File: src/rtl/alu_pkg.sv
// Shared definitions for the logic-ALU result buffer: widths, op codes, entry layout.
// Latency: n/a (types and constants only).
// Backpressure: n/a. Optional flag fields are present only when ALU_RESULT_FLAGS_EN is defined.
package alu_pkg;

  localparam int DATA_W     = 32;
  localparam int DEF_DEPTH  = 4;
  localparam int DEF_DEST_W = 5;

  // Logic-ALU op encoding carried in the sel field
  localparam logic OP_AND = 1'b0;
  localparam logic OP_XOR = 1'b1;

  typedef struct packed {
    logic zero;
    logic parity;
  } flags_t;

  // Buffer entry at the default destination width
  typedef struct packed {
    logic [DATA_W-1:0]     result;
    logic                  sel;
    logic [DEF_DEST_W-1:0] dest;
`ifdef ALU_RESULT_FLAGS_EN
    flags_t                flags;
`endif
  } entry_t;

endpackage

File: src/rtl/alu_flag_gen.sv
// Zero/parity flag generation for a logic-ALU result word (built only with ALU_RESULT_FLAGS_EN).
// Latency: purely combinational.
// Backpressure: none; flags follow the input word.
`ifdef ALU_RESULT_FLAGS_EN
module alu_flag_gen
  import alu_pkg::*;
(
  input  logic [DATA_W-1:0] result,
  output logic              zero,
  output logic              parity
);

  // Zero when no bit is set; parity is the XOR of all bits
  always_comb begin
    zero   = ~|result;
    parity = ^result;
  end

endmodule
`endif

File: src/rtl/alu_result_buffer.sv
// In-order result buffer between the logic ALU and writeback; optional flags via ALU_RESULT_FLAGS_EN.
// Latency: a push at edge N is visible on out_* after edge N (no same-cycle bypass).
// Backpressure: in_ready drops when all DEPTH entries are occupied; out_* hold while out_ready is low.
module alu_result_buffer
  import alu_pkg::*;
#(
  parameter int DEPTH  = DEF_DEPTH,
  parameter int DEST_W = DEF_DEST_W
) (
  input  logic                   clk,
  input  logic                   rst,
  input  logic                   in_valid,
  output logic                   in_ready,
  input  logic [DATA_W-1:0]      in_result,
  input  logic                   in_sel,
  input  logic [DEST_W-1:0]      in_dest,
  output logic                   out_valid,
  input  logic                   out_ready,
  output logic [DATA_W-1:0]      out_result,
  output logic                   out_sel,
  output logic [DEST_W-1:0]      out_dest,
`ifdef ALU_RESULT_FLAGS_EN
  output logic                   out_zero,
  output logic                   out_parity,
`endif
  output logic [$clog2(DEPTH):0] count
);

  localparam int PTR_W = $clog2(DEPTH);
  localparam int CNT_W = PTR_W + 1;

  // Same layout as alu_pkg::entry_t, but with the instance's destination width
  typedef struct packed {
    logic [DATA_W-1:0] result;
    logic              sel;
    logic [DEST_W-1:0] dest;
`ifdef ALU_RESULT_FLAGS_EN
    flags_t            flags;
`endif
  } slot_t;

  slot_t             mem [DEPTH];
  slot_t             wr_entry;
  slot_t             head;
  logic [PTR_W-1:0]  wr_ptr;
  logic [PTR_W-1:0]  rd_ptr;
  logic              push;
  logic              pop;

`ifdef ALU_RESULT_FLAGS_EN
  logic in_zero;
  logic in_parity;

  alu_flag_gen u_flag_gen (
    .result (in_result),
    .zero   (in_zero),
    .parity (in_parity)
  );
`endif

  // Handshake: readiness comes from occupancy alone, never from out_ready
  always_comb begin
    in_ready  = (count < CNT_W'(DEPTH)) && !rst;
    out_valid = (count != '0);
    push      = in_valid && in_ready;
    pop       = out_valid && out_ready;
  end

  // Assemble the entry written on a push
  always_comb begin
    wr_entry        = '0;
    wr_entry.result = in_result;
    wr_entry.sel    = in_sel;
    wr_entry.dest   = in_dest;
`ifdef ALU_RESULT_FLAGS_EN
    wr_entry.flags.zero   = in_zero;
    wr_entry.flags.parity = in_parity;
`endif
  end

  // Storage, pointers and occupancy; reset wipes everything immediately
  always_ff @(posedge clk or posedge rst) begin
    if (rst) begin
      wr_ptr <= '0;
      rd_ptr <= '0;
      count  <= '0;
      for (int i = 0; i < DEPTH; i++) begin
        mem[i] <= '0;
      end
    end else begin
      if (push) begin
        mem[wr_ptr] <= wr_entry;
        wr_ptr      <= wr_ptr + PTR_W'(1);
      end
      if (pop) begin
        rd_ptr <= rd_ptr + PTR_W'(1);
      end
      count <= count + CNT_W'(push) - CNT_W'(pop);
    end
  end

  // Head presentation; an empty buffer shows all zeros rather than stale storage
  always_comb begin
    head       = out_valid ? mem[rd_ptr] : '0;
    out_result = head.result;
    out_sel    = head.sel;
    out_dest   = head.dest;
`ifdef ALU_RESULT_FLAGS_EN
    out_zero   = head.flags.zero;
    out_parity = head.flags.parity;
`endif
  end

endmodule
File: config.mk
export PLATFORM = sky130hd
export DESIGN_NAME = alu_result_buffer
export DESIGN_NICKNAME = d
export VERILOG_FILES = /design/src/rtl/alu_pkg.sv /design/src/rtl/alu_flag_gen.sv /design/src/rtl/alu_result_buffer.sv
export SDC_FILE = /design/constraint.sdc
export NUM_CORES = 1
export LEC_CHECK = 0
export ABC_CLOCK_PERIOD_IN_PS = 12940
export CORE_MARGIN = 2
export CORE_UTILIZATION = 61
export DETAILED_ROUTE_END_ITERATION = 7
export PLACE_DENSITY = 0.95
export SLEW_MARGIN = 30
export SYNTH_ARGS = -nofsm -noshare
export SYNTH_HDL_FRONTEND = slang
export SYNTH_SLANG_ARGS = --single-unit
File: constraint.sdc
create_clock -name clk -period 12.94 [get_ports clk]
set_input_delay 1.294 -clock clk [delete_from_list [all_inputs] [get_ports clk]]
set_output_delay 1.294 -clock clk [all_outputs]
set_load 0.02 [all_outputs]
Figure 1. The metal 4 layer (run 1).
Supply wires on this layer in gray.
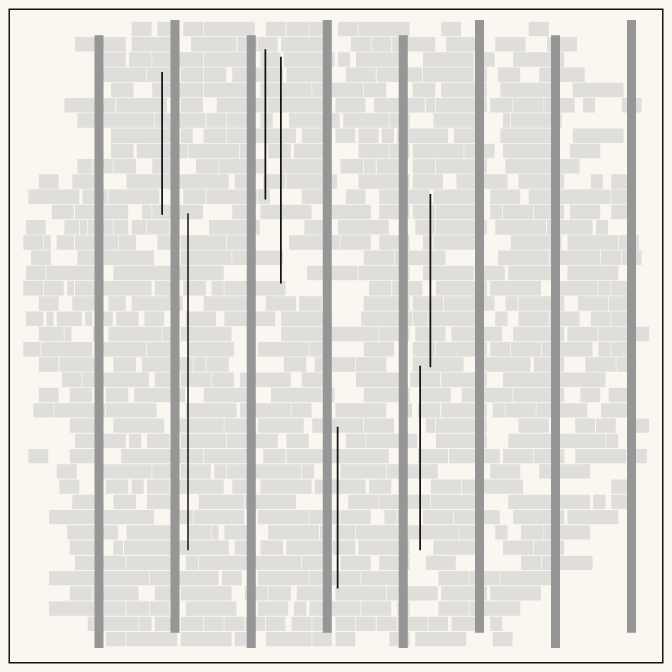
wire length on this layer	243 µm
share of all routed wire	1.7%
longest straight run	59.8 µm
Via Count: 4081
WL final: 14720 µm

Figure 2. Cells by drive strength (run 1).
The bar under the picture is 20 µm long.
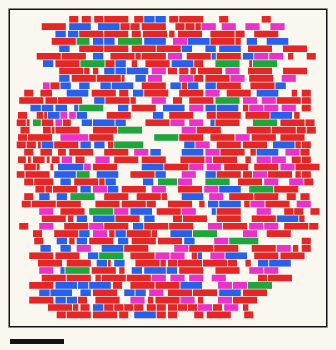
color	size	cells	share
blue	x2	122	23%
green	x6 and larger	23	4.3%
red	x1 and smaller	305	57%
magenta	x3 and x4	88	16%

==> ci_impl_report.md, run 1 <==
### Yosys + OpenROAD results

| Metric | Value |
|---|---|
| Final instance area | `between 9000 and 10000 µm²` |
| Ys flops | `roughly 160` |
| R2r endpoint | `count[2]` |
| Clock network fraction of total power | `18.3%` |
| Port bufs | `84` |
| Ao+oa area frac | `0.2115%` |
| CP endpoint kind | `output port` |
| TritonCTS clock tree | `yes` |
| Number of logged tool warnings | `29` |
| Syn-to-layout area delta | `17.54%` |
| Internal Pwr Total | `1.769 mW` |
| Comb/total area | `37.00%` |
| Final setup fails | `0` |
| Simple Share, Synth | `4.035%` |
| Number of enable flip-flop cells | `0` |
| Syn Std Cell Area | `7690 µm²` |
| Yosys Chip Area | `7690 µm²` |
| Largest net degree at the start of global routing | `~76` |
| CTS Hold Bufs | `0` |
| Worst Path Arrival | `2740 ps` |
| FA/HA/MAJ Cells, Area Fraction | `under 10%` |
| Largest fanout on the critical path | `roughly 40` |
| Crit path kind | `reg2out` |
| XORs/XNORs by Area | `0.5695%` |
| Most used routing layer in global routing | `met2` |
| Setup crit end | `out_result[14]` |
| Synth warnings | `0` |
| Comb power frac | `46.4%` |
| Gpl congestion | `0.7265` |
| Clock-cell share of area | `6.132%` |
| Leakage Power | `3.887 nW` |
| Clock buf count | `22` |
| Top class by area | `registers` |
| Syn Area/Cell | `roughly 17 µm²` |
| Crit path launch | `rd_ptr[0]` |
| FF-to-FF path depth | `9` |
| Layout fillers | `761` |
| Placed Instances | `680` |
| Flops | `159` |
| Worst Slack Setup Final | `8903 ps` |
| Fin. Hold Viols | `0` |
| Crit path DRT | `11650 ps` |
| Most frequent cell after synthesis | `dfrtp_1` |
| Top-area cell share | `51.74%` |
| Unique masters post-synth | `20` |
| Max Used Layer | `met4` |
| Signal buf overhead | `10.02%` |
| Invs w/o clock | `8` |
| Syn Nets | `496` |
| Post-DP HPWL | `about 8600 µm` |
| RR Startpoint | `count[2]` |
| Min-delay src | `mem[10]` |
| Met1 WL | `approximately 6400 µm` |
| Most numerous logic cell after layout | `dfrtp_1` |
| Antenna violations before repair | `0` |
| Worst Tran Pin Value | `811.6 ps` |
| Multiplexer share | `approximately 37%` |
| CP Launch Type | `flop` |
| Seq pwr | `between 0.9 and 1 mW` |
| Switching share of total power | `31.50%` |
| Most frequent logic cells in the routed design | `157 x dfrtp_1, 84 x clkdlybuf4s50_1, 80 x mux2_4` |
| Unrepaired setup endpoints after global routing | `no` |
| WL per Instance | `20.73 µm` |
| Hold Path Stages | `1` |
| Width of the die | `116.3 µm` |
| # Cells Yosys | `approximately 450` |
| DP Area | `8484 µm²` |
| Outcome | `finished clean` |
| Routed wl met3 | `around 450 µm` |
| Layout cells sized above 1 | `43.31%` |
| CTS-repair resized insts | `0` |
| Worst path slowest cell | `buf_4` |
| Pwr per Cell Area | `285.7 nW/µm²` |
| CTS HTree Levels | `4` |
| Slowest stage delay, CP | `640 ps` |
| Final period demand of the worst path | `4037 ps` |
| Vias per Instance | `between 5 and 6` |
| Setup TNS | `0 ps` |
Figure 3. Signal wires on met3 (run 1).
The bar under the picture is 20 µm long.
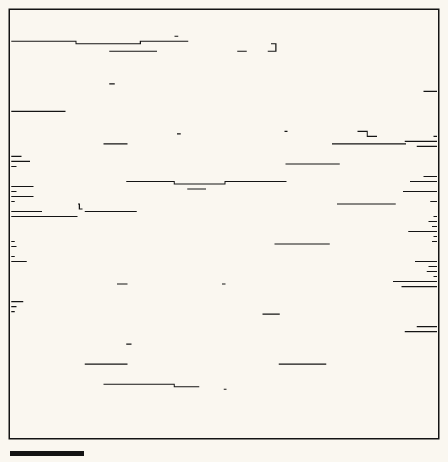
longest straight run	19.8 µm
wire length on this layer	445 µm
grt met3 use: 4.982%

==> run 2, diff against run 1 <==
--- a/config.mk
+++ b/config.mk
@@ -5,11 +5,11 @@
 export SDC_FILE = /design/constraint.sdc
 export NUM_CORES = 1
 export LEC_CHECK = 0
-export ABC_CLOCK_PERIOD_IN_PS = 12940
+export ABC_CLOCK_PERIOD_IN_PS = 3780
 export CORE_MARGIN = 2
-export CORE_UTILIZATION = 61
+export CORE_UTILIZATION = 57
 export DETAILED_ROUTE_END_ITERATION = 7
-export PLACE_DENSITY = 0.95
+export PLACE_DENSITY = 0.91
 export SLEW_MARGIN = 30
 export SYNTH_ARGS = -nofsm -noshare
 export SYNTH_HDL_FRONTEND = slang
==> constraint.sdc (replaced) <==
create_clock -name clk -period 3.78 [get_ports clk]
set_input_delay 0.378 -clock clk [delete_from_list [all_inputs] [get_ports clk]]
set_output_delay 0.378 -clock clk [all_outputs]
set_load 0.02 [all_outputs]
Figure 4. Cells by drive strength (run 2).
The bar under the picture is 20 µm long.
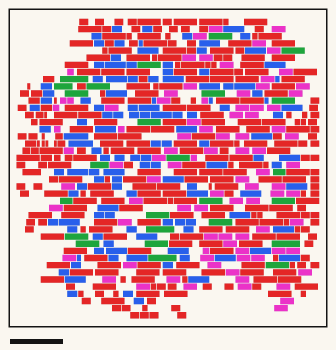
color	size	cells	share
blue	x2	123	23%
red	x1 and smaller	303	56%
magenta	x3 and x4	90	17%
green	x6 and larger	25	4.6%

==> ci_impl_report.md, run 2 <==
### Yosys + OpenROAD results

| Metric | Value |
|---|---|
| Fin. Hold Viols | `0 (unchanged)` |
| Max Used Layer | `met4 (unchanged)` |
| Syn Area/Cell | `17.20 µm² (unchanged)` |
| Worst Path Arrival | `2640 ps (was 2740 ps)` |
| TritonCTS clock tree | `yes (unchanged)` |
| CP Launch Type | `flop (unchanged)` |
| Signal buf overhead | `10.14% (was 10.02%)` |
| Setup crit end | `out_result[30] (was out_result[14])` |
| Layout fillers | `836 (was 761)` |
| Number of enable flip-flop cells | `0 (unchanged)` |
| # Cells Yosys | `447 (unchanged)` |
| Switching share of total power | `31.42% (was 31.50%)` |
| Comb/total area | `36.64% (was 37.00%)` |
| DP Area | `8506 µm² (was 8484 µm²)` |
| Placed Instances | `685 (was 680)` |
| Pwr per Cell Area | `994.0 nW/µm² (was 285.7 nW/µm²)` |
| Width of the die | `120.2 µm (was 116.3 µm)` |
| Outcome | `finished clean (unchanged)` |
| Gpl congestion | `0.7422 (was 0.7265)` |
| FA/HA/MAJ Cells, Area Fraction | `1.237% (unchanged)` |
| Internal Pwr Total | `6.222 mW (was 1.769 mW)` |
| XORs/XNORs by Area | `0.5695% (unchanged)` |
| WL final | `15370 µm (was 14720 µm)` |
| Most used routing layer in global routing | `met2 (unchanged)` |
| Unrepaired setup endpoints after global routing | `no (unchanged)` |
| Clock-cell share of area | `6.813% (was 6.132%)` |
| Worst path slowest cell | `dfrtp_2 (was buf_4)` |
| Routed wl met3 | `537 µm (was 445 µm)` |
| Final period demand of the worst path | `a little over 3000 ps` |
| Flops | `159 (unchanged)` |
| Syn-to-layout area delta | `18.70% (was 17.54%)` |
| Comb power frac | `46.3% (was 46.4%)` |
| Top-area cell share | `51.74% (unchanged)` |
| Simple Share, Synth | `4.035% (unchanged)` |
| Most numerous logic cell after layout | `dfrtp_1 (unchanged)` |
| Unique masters post-synth | `20 (unchanged)` |
| Grt met3 use | `5.133% (was 4.982%)` |
| CTS Hold Bufs | `0 (unchanged)` |
| Setup TNS | `0 ps (unchanged)` |
| Crit path launch | `rd_ptr[0] (unchanged)` |
| Top class by area | `registers (unchanged)` |
| Clock buf count | `20 (was 22)` |
| Crit path kind | `reg2out (unchanged)` |
Figure 5. The metal 4 layer (run 2).
Supply wires on this layer in gray.
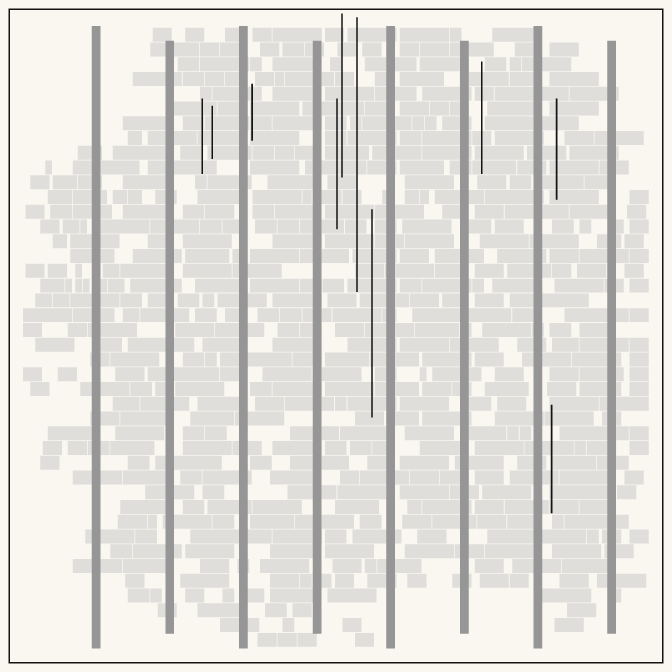
main direction	vertical
nets with wire on the layer	8
share of all routed wire	1.5%
longest straight run	50.3 µm
wire length on this layer	234 µm

==> run 3, diff against run 2 <==
--- a/config.mk
+++ b/config.mk
@@ -5,11 +5,11 @@
 export SDC_FILE = /design/constraint.sdc
 export NUM_CORES = 1
 export LEC_CHECK = 0
-export ABC_CLOCK_PERIOD_IN_PS = 3780
+export ABC_CLOCK_PERIOD_IN_PS = 2500
 export CORE_MARGIN = 2
-export CORE_UTILIZATION = 57
+export CORE_UTILIZATION = 51
 export DETAILED_ROUTE_END_ITERATION = 7
-export PLACE_DENSITY = 0.91
+export PLACE_DENSITY = 0.86
 export SLEW_MARGIN = 30
 export SYNTH_ARGS = -nofsm -noshare
 export SYNTH_HDL_FRONTEND = slang
==> constraint.sdc (replaced) <==
create_clock -name clk -period 2.5 [get_ports clk]
set_input_delay 0.25 -clock clk [delete_from_list [all_inputs] [get_ports clk]]
set_output_delay 0.25 -clock clk [all_outputs]
set_load 0.02 [all_outputs]
Figure 6. Wiring by layer (run 3).
The bar under the picture is 50 µm long.
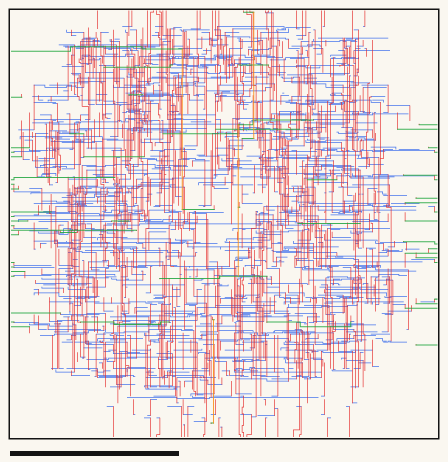
color	layer	wire length
orange	M4	161 µm
red	M2	7890 µm
green	M3	559 µm
blue	M1	6780 µm
WL per Instance: 21.05 µm
Tot GR Track Use: 20.84%
WL final: 15390 µm
Via Count: 4080

==> ci_impl_report.md, run 3 <==
### Yosys + OpenROAD results

| Metric | Value |
|---|---|
| Final setup fails | `0 (unchanged)` |
| Non-filler cells, final | `731 (was 717)` |
| Ao+oa area frac | `0.2115% (unchanged)` |
| Number of enable flip-flop cells | `0 (unchanged)` |
| Worst Slack Setup Final | `121.9 ps (was 761.1 ps)` |
| Crit path kind | `reg2out (unchanged)` |
| Gpl congestion | `0.7456 (was 0.7422)` |
| Grt met3 use | `5.609% (was 5.133%)` |
| Top-area cell share | `51.74% (unchanged)` |
| CTS-repair resized insts | `38 (was 0)` |
| Port bufs | `84 (unchanged)` |
| Internal Pwr Total | `9.238 mW (was 6.222 mW)` |
| Placed Instances | `699 (was 685)` |
| Syn Std Cell Area | `7690 µm² (unchanged)` |
| Post-DP HPWL | `9396 µm (was 9190 µm)` |
| FA/HA/MAJ Cells, Area Fraction | `1.237% (unchanged)` |
| Tap cells | `184 (was 176)` |
| Fin. Hold Viols | `0 (unchanged)` |
| Width of the die | `126.8 µm (was 120.2 µm)` |
| Setup TNS | `0 ps (unchanged)` |
| Synth warnings | `0 (unchanged)` |
| Layout cells sized above 1 | `44.24% (was 43.99%)` |
| Multiplexer share | `37.44% (unchanged)` |
| Worst Path Arrival | `2130 ps (was 2640 ps)` |
| Yosys Chip Area | `7690 µm² (unchanged)` |
| Most numerous logic cell after layout | `dfrtp_1 (unchanged)` |
| Vias per Instance | `5.581 (was 5.762)` |
| Sequential fraction of the synthesis area | `51.74% (unchanged)` |
| Outcome | `finished clean (unchanged)` |
| Ys flops | `159 (unchanged)` |
| TritonCTS clock tree | `yes (unchanged)` |
| Met1 WL | `6776 µm (was 6724 µm)` |
| Clock network fraction of total power | `21.4% (was 19.7%)` |
| Layout fillers | `1038 (was 836)` |
| Clock-cell share of area | `7.136% (was 6.813%)` |
| Antenna violations before repair | `0 (unchanged)` |
| CP endpoint kind | `output port (unchanged)` |
| Unique masters post-synth | `20 (unchanged)` |
| Most frequent logic cells in the routed design | `157 x dfrtp_1, 80 x mux2_4, 73 x mux2_2 (was 157 x dfrtp_1, 84 x clkdlybuf4s50_1, 80 x mux2_4)` |
| Final period demand of the worst path | `2378 ps` |
| Seq pwr | `4.58 mW (was 3.08 mW)` |
| Pwr per Cell Area | `1456 nW/µm² (was 994.0 nW/µm²)` |
| Max Used Layer | `met4 (unchanged)` |
| R2r endpoint | `count[2] (unchanged)` |
| Crit path launch | `rd_ptr[0] (unchanged)` |
| Signal buf overhead | `11.03% (was 10.14%)` |
| RR Startpoint | `count[1] (was count[2])` |
| # Cells Yosys | `447 (unchanged)` |
| Syn Area/Cell | `17.20 µm² (unchanged)` |
| CTS Hold Bufs | `0 (unchanged)` |
| Final instance area | `9275 µm² (was 9128 µm²)` |
| Switching share of total power | `31.61% (was 31.42%)` |
| Chip area | `16080 µm² (was 14440 µm²)` |
| CP Launch Type | `flop (unchanged)` |
| Worst path slowest cell | `mux4_2 (was dfrtp_2)` |
| Worst Tran Pin Value | `743.5 ps (was 818.4 ps)` |
| Largest fanout on the critical path | `23 (was 31)` |
| Unrepaired setup endpoints after global routing | `no (unchanged)` |
| Simple Share, Synth | `4.035% (unchanged)` |
| Hold_ws | `448.1 ps (was 500.5 ps)` |
| Syn Nets | `496 (unchanged)` |
| Crit path DRT | `2250 ps (was 3400 ps)` |
| Most used routing layer in global routing | `met2 (unchanged)` |
| Top class by area | `registers (unchanged)` |
| FF-to-FF path depth | `9 (unchanged)` |
| Slowest stage delay, CP | `530 ps (was 570 ps)` |
| DP Area | `8661 µm² (was 8506 µm²)` |
| Number of logged tool warnings | `29 (was 31)` |
| Setup crit end | `out_result[29] (was out_result[30])` |
| Routed wl met3 | `558 µm (was 537 µm)` |
| Comb/total area | `36.06% (was 36.64%)` |
Figure 7. Placed standard cells (run 3).
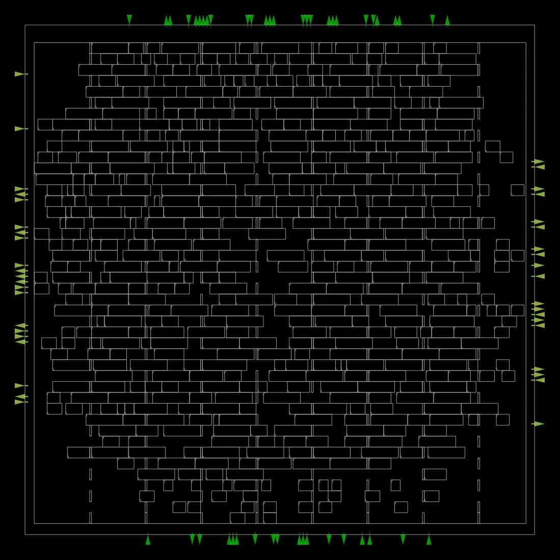
Cell Rows: 44
Flops: 159

No activity file was given, so power comes from the tool's default toggle rates.
